density.png
8 x 8 tiles, from white (low) to dark blue (high), 0 to 100% covered.
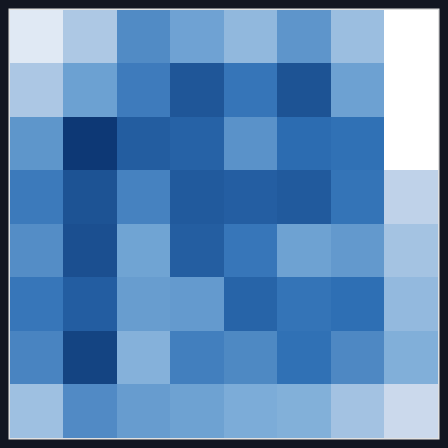
met2.png
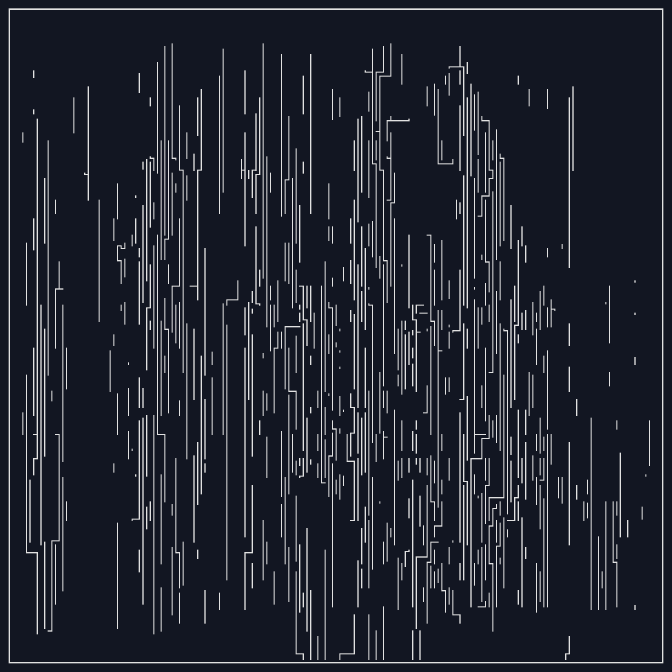
gate_families.png
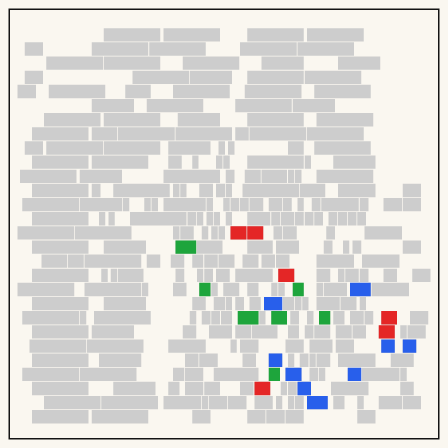
**config.mk**
```make
export PLATFORM = sky130hd
export DESIGN_NAME = param_stack
export DESIGN_NICKNAME = d
export VERILOG_FILES = /design/src/rtl/param_stack.sv
export SDC_FILE = /design/constraint.sdc
export NUM_CORES = 1
export LEC_CHECK = 0
export CAP_MARGIN = 20
export CORE_MARGIN = 1
export CORE_UTILIZATION = 55
export DETAILED_ROUTE_END_ITERATION = 10
export PLACE_DENSITY = 0.75
export SLEW_MARGIN = 20
export SYNTH_ARGS = -nofsm -noshare
export SYNTH_HDL_FRONTEND = slang
export SYNTH_SLANG_ARGS = --single-unit
```
**constraint.sdc**
```tcl
create_clock -name CLK -period 3.34 [get_ports CLK]
set_input_delay 0.334 -clock CLK [delete_from_list [all_inputs] [get_ports CLK]]
set_output_delay 0.334 -clock CLK [all_outputs]
set_load 0.01 [all_outputs]
```
**src/rtl/param_stack.sv**
```systemverilog
// param_stack: parametrised LIFO stack with a registered top-of-stack,
// replace-top (simultaneous push/pop), flush, occupancy count, an
// almost-full threshold and sticky overflow/underflow flags.
//
// Entry k (0 = bottom) is valid for k < COUNT. The storage array is never
// reset. Stale contents cannot leak out because TOS is its own register.
// TOS is loaded only from DATA_WR or from an entry below a valid top.
module param_stack #(
    parameter int DATA_SIZE = 4,
    parameter int DEPTH     = 16,
    parameter int AFULL_LVL = 14
) (
    input  logic                          CLK,
    input  logic                          RSTN,
    input  logic                          PUSH,
    input  logic                          POP,
    input  logic                          FLUSH,
    input  logic                          CLR_ERR,
    input  logic [DATA_SIZE-1:0]          DATA_WR,
    output logic [DATA_SIZE-1:0]          TOS,
    output logic [$clog2(DEPTH+1)-1:0]    COUNT,
    output logic                          stack_full,
    output logic                          stack_empty,
    output logic                          almost_full,
    output logic                          overflow,
    output logic                          underflow
);

    // Derived widths: CNT_W holds 0..DEPTH, AW indexes 0..DEPTH-1.
    localparam int CNT_W = $clog2(DEPTH + 1);
    localparam int AW    = (DEPTH > 1) ? $clog2(DEPTH) : 1;

    localparam logic [CNT_W-1:0] DEPTH_C = CNT_W'(DEPTH);
    localparam logic [CNT_W-1:0] AFULL_C = CNT_W'(AFULL_LVL);
    localparam logic [CNT_W-1:0] ONE_C   = CNT_W'(1);
    localparam logic [CNT_W-1:0] TWO_C   = CNT_W'(2);

    // Decoded command for this cycle, after priority resolution.
    typedef enum logic [2:0] {
        CMD_IDLE    = 3'd0,
        CMD_FLUSH   = 3'd1,
        CMD_REPLACE = 3'd2,
        CMD_PUSH    = 3'd3,
        CMD_POP     = 3'd4
    } cmd_e;

    cmd_e cmd;

    // Storage and state registers.
    logic [DATA_SIZE-1:0] mem_q [DEPTH];
    logic [CNT_W-1:0]     count_q, count_d;
    logic [DATA_SIZE-1:0] tos_q, tos_d;
    logic                 ovf_q, ovf_d;
    logic                 udf_q, udf_d;

    // Array write port, computed alongside the next state.
    logic                 mem_we;
    logic [AW-1:0]        mem_waddr;
    logic [DATA_SIZE-1:0] mem_wdata;

    // Useful indices derived from the current count.
    logic [AW-1:0]        push_idx;
    logic [AW-1:0]        top_idx;
    logic [AW-1:0]        below_idx;
    logic                 is_empty;
    logic                 is_full;

    assign is_empty  = (count_q == '0);
    assign is_full   = (count_q == DEPTH_C);
    assign push_idx  = AW'(count_q);
    assign top_idx   = AW'(count_q - ONE_C);
    assign below_idx = AW'(count_q - TWO_C);

    // Resolve the command priority: flush, then replace, then push, then pop.
    always_comb begin
        cmd = CMD_IDLE;
        if (FLUSH) begin
            cmd = CMD_FLUSH;
        end else if (PUSH && POP) begin
            cmd = CMD_REPLACE;
        end else if (PUSH) begin
            cmd = CMD_PUSH;
        end else if (POP) begin
            cmd = CMD_POP;
        end
    end

    // Next-state logic: count, top-of-stack, error flags and array write.
    // Error flags clear first so that a new error in the same cycle wins.
    always_comb begin
        count_d   = count_q;
        tos_d     = tos_q;
        ovf_d     = ovf_q & ~CLR_ERR;
        udf_d     = udf_q & ~CLR_ERR;
        mem_we    = 1'b0;
        mem_waddr = '0;
        mem_wdata = DATA_WR;

        unique case (cmd)
            CMD_FLUSH: begin
                count_d = '0;
                tos_d   = '0;
            end
            CMD_REPLACE: begin
                if (is_empty) begin
                    // The pop half is dropped; the push half still lands.
                    udf_d     = 1'b1;
                    count_d   = ONE_C;
                    tos_d     = DATA_WR;
                    mem_we    = 1'b1;
                    mem_waddr = '0;
                end else begin
                    tos_d     = DATA_WR;
                    mem_we    = 1'b1;
                    mem_waddr = top_idx;
                end
            end
            CMD_PUSH: begin
                if (is_full) begin
                    ovf_d = 1'b1;
                end else begin
                    count_d   = count_q + ONE_C;
                    tos_d     = DATA_WR;
                    mem_we    = 1'b1;
                    mem_waddr = push_idx;
                end
            end
            CMD_POP: begin
                if (is_empty) begin
                    udf_d = 1'b1;
                end else if (count_q == ONE_C) begin
                    count_d = '0;
                    tos_d   = '0;
                end else begin
                    count_d = count_q - ONE_C;
                    tos_d   = mem_q[below_idx];
                end
            end
            default: begin
            end
        endcase
    end

    // State registers with synchronous active-low reset.
    always_ff @(posedge CLK) begin
        if (!RSTN) begin
            count_q <= '0;
            tos_q   <= '0;
            ovf_q   <= 1'b0;
            udf_q   <= 1'b0;
        end else begin
            count_q <= count_d;
            tos_q   <= tos_d;
            ovf_q   <= ovf_d;
            udf_q   <= udf_d;
        end
    end

    // Storage array write; contents are deliberately not reset.
    always_ff @(posedge CLK) begin
        if (RSTN && mem_we) begin
            mem_q[mem_waddr] <= mem_wdata;
        end
    end

    assign TOS         = tos_q;
    assign COUNT       = count_q;
    assign stack_full  = is_full;
    assign stack_empty = is_empty;
    assign almost_full = (count_q >= AFULL_C);
    assign overflow    = ovf_q;
    assign underflow   = udf_q;

endmodule

```
==> results_slide.txt <==
Key Metrics from the Run

Outcome
  – Status: complete, no violations

Critical path
  – R2R depth: 8
  – R2r setup slk: 550 ps
  – Slowest cell on crit path: nor4bb_1
  – Crit path max fanout: 8
  – FF-to-FF Start: COUNT[1]
  – Critical-path cell list: inv_1, ha_1, nor4bb_1, clkdlybuf4s50_1
  – Critical Path RT: 3010 ps
  – Crit path from: COUNT[1]
  – Critical Path End Type: output port
  – CP max stage delay: 750 ps
  – Critical path's top delay family: buffers and inverters
  – CP Class: register to output port
  – Crit path buf inv count: 2
  – Startpoint Class: register

Placed design
  – Dpl hpwl: 4868 um
  – Post-DP Area: 0.003892 mm2
  – Buffers on Ports: 23
  – Placer Congestion: 0.8796

Clock tree
  – Maximum buffer depth of the clock tree: 2
  – TritonCTS clock tree: done
  – Setup repair bufs after CTS: 0
  – Clk pin slew, worst setup/hold paths: 90 ps
  – Clk_lat worst skew: 350 ps
  – PostCTS Resize Cnt: 0
  – Clk root buf: clkbuf_8
  – H-tree depth: 3

Yosys
  – Cells after Synth: 260
  – Synth Flop Type: edfxtp_1
  – Synth cell count leaders: edfxtp_1 (64), nand2_1 (29), nor2_1 (20), mux4_2 (16)
  – Syn. warnings: 0
  – YS chip area: 0.003547 mm2
  – # Cells Yosys: 260
  – Number of enable flip-flop cells: 64
  – Aoi share: 0.09101
  – Adders+Majority by Area: 0.02822
  – Area leader share: 0.5418
  – Xor/xnor share: 0.01481
  – Dominant cell type by area after synthesis: edfxtp_1
  – Async S/R FF share, synth: 0
  – Syn avg cell area: 13.64 um2
  – Synth cell types: 52
  – Dominant kind of combinational cell: simple AND/OR/NAND/NOR gates
  – Post-synthesis mux area share: 0.1072
  – Mapped cell area: 0.003547 mm2

STA
  – Final hold violation count: 0
  – Worst Skew: 12.57 ps
  – Setup_tns: 0 ps
  – RSZ-0062 raised after global routing: false
  – Fmax: 344.7 MHz
  – Max-slew violations: 0
  – Final min period: 2901 ps

Drt
  – Vias: 2296
  – Violation count after the first detailed-route iteration: 206
  – WL met1: 3123 um
  – Met3 WL: 413 um
  – Initial DRT Pass Iterations: 4
  – Remaining DRCs: 0
  – Wirelength per Cell: 19.15 um
  – Drt via density: 6.155

GRT
  – Met1 Track Usage GR: 0.3313
  – Initial antenna violation count: 0
  – GR Util met2: 0.3736
  – Number of global-route vias before repair: 2164
  – Global routing's busiest layer: met2
  – Total overflow reported by the global router: 0
  – Pin count of the biggest net entering global routing: 27
  – GRT Overall Usage: 0.2412
  – First-pass GRT wire length: 11200 um

Layout
  – Layout cell share with drive strength beyond 1: 0.1678
  – Fill cells: 450
  – Nets@finish: 311
  – Final Util: 0.6749

Power
  – Sequential share of power: 0.526
  – Leakage: 1.361 nW
  – Combinational power share: 0.119
  – VDD IR max: 0.0004422 V
  – Clock power frac: 0.355
  – Internal: 1.478 mW

Die
  – # rows: 28
  – FP Core Util: 0.5853
  – I/O Pins: 24
  – Die footprint: 0.006774 mm2
  – Core Region: 0.006061 mm2
  – Die H: 82.31 um
  – Die X: 82.31 um

Job
  – Max-cap violations: 0

Hold path
  – Hold WC Path Type: register to register
  – Min-delay src: underflow
Back to the opening pictures, density.png:
mean over tiles: 59%
fullest tile: 97%
nearly empty tiles: 4.7%

Back to the opening pictures, met2.png:
longest straight run: 42.8 um
wire length on this layer: 3420 um
share of all routed wire: 48%
main direction: vertical
nets with wire on the layer: 271

Back to the opening pictures, gate_families.png:
[green] AND and OR gates | cells: 7 | most used: or3_1
[red] XOR/XNOR gates | cells: 6 | most used: xnor2_1
[blue] AND-OR and OR-AND gates | cells: 9 | most used: a21o_1
most numerous logic cell after layout: edfxtp_1
fraction of area in multi-input gates: 0.3212
Finished Layout Cells: 373

==> power by group through the flow <==
stage	logic, mW	registers (mW)	clock network (mW)
floorplan	0.147	1.06	0
global placement	0.229	1.05	0
detailed placement	0.231	1.05	0
CTS	0.233	1.03	0.702
global route	0.256	1.03	0.745
finish	0.234	1.03	0.697
==> cells in the final DEF, fill, tap and decap left out, types with 4 or more instances in the layout <==
cell type,synthesis,routed
a21oi_1,6,6
buf_4,1,12
clkbuf_8,0,9
clkdlybuf4s50_1,0,23
dfxtp_1,11,11
edfxtp_1,64,64
ha_1,8,8
inv_1,6,6
mux4_2,16,16
nand2_1,29,29
nand3_1,7,7
nor2_1,20,20
nor2b_1,4,4
nor3_1,9,9
o211ai_1,5,5
o21ai_0,11,11
xnor2_1,4,4
==> area by class of cell <==
type	instances	area, um2	share of cell area
clock buffers	9	123.9	0.03028
multi-input cells	166	1314	0.3212
repair buffers	35	320.3	0.07831
flip-flops and latches	75	2142	0.5237
clock inverters	7	73.82	0.01805
inverters	6	22.52	0.005506
well taps	75	93.84	0.02294
==> flip-flops by register name, indices dropped and copies added (netlist names) <==
| signal | count |
|---|---|
| TOS | 4 |
| COUNT | 5 |
| mem_q | 64 |
| underflow | 1 |
| overflow | 1 |
==> how the worst min path moves through the flow <==
stage,endpoint,cells after the start
CTS,underflow,2
global placement,underflow,2
finish,underflow,2
floorplan,mem_q[0][0],0
global route,underflow,2
detailed placement,underflow,2
==> metrics by stage <==
step,power [mW],hold slack [ps],setup WS [ps],cells
after floorplan,1.202,432.9,509.6,260
after global placement,1.282,496.7,534.4,357
after detailed placement,1.284,535.5,451.3,357
after CTS,1.967,552.4,410.1,373
after global routing,2.034,560.6,189.5,373
final,1.963,537.4,439.0,373
Power figures rest on the tool's default switching activity, not on a simulated workload.
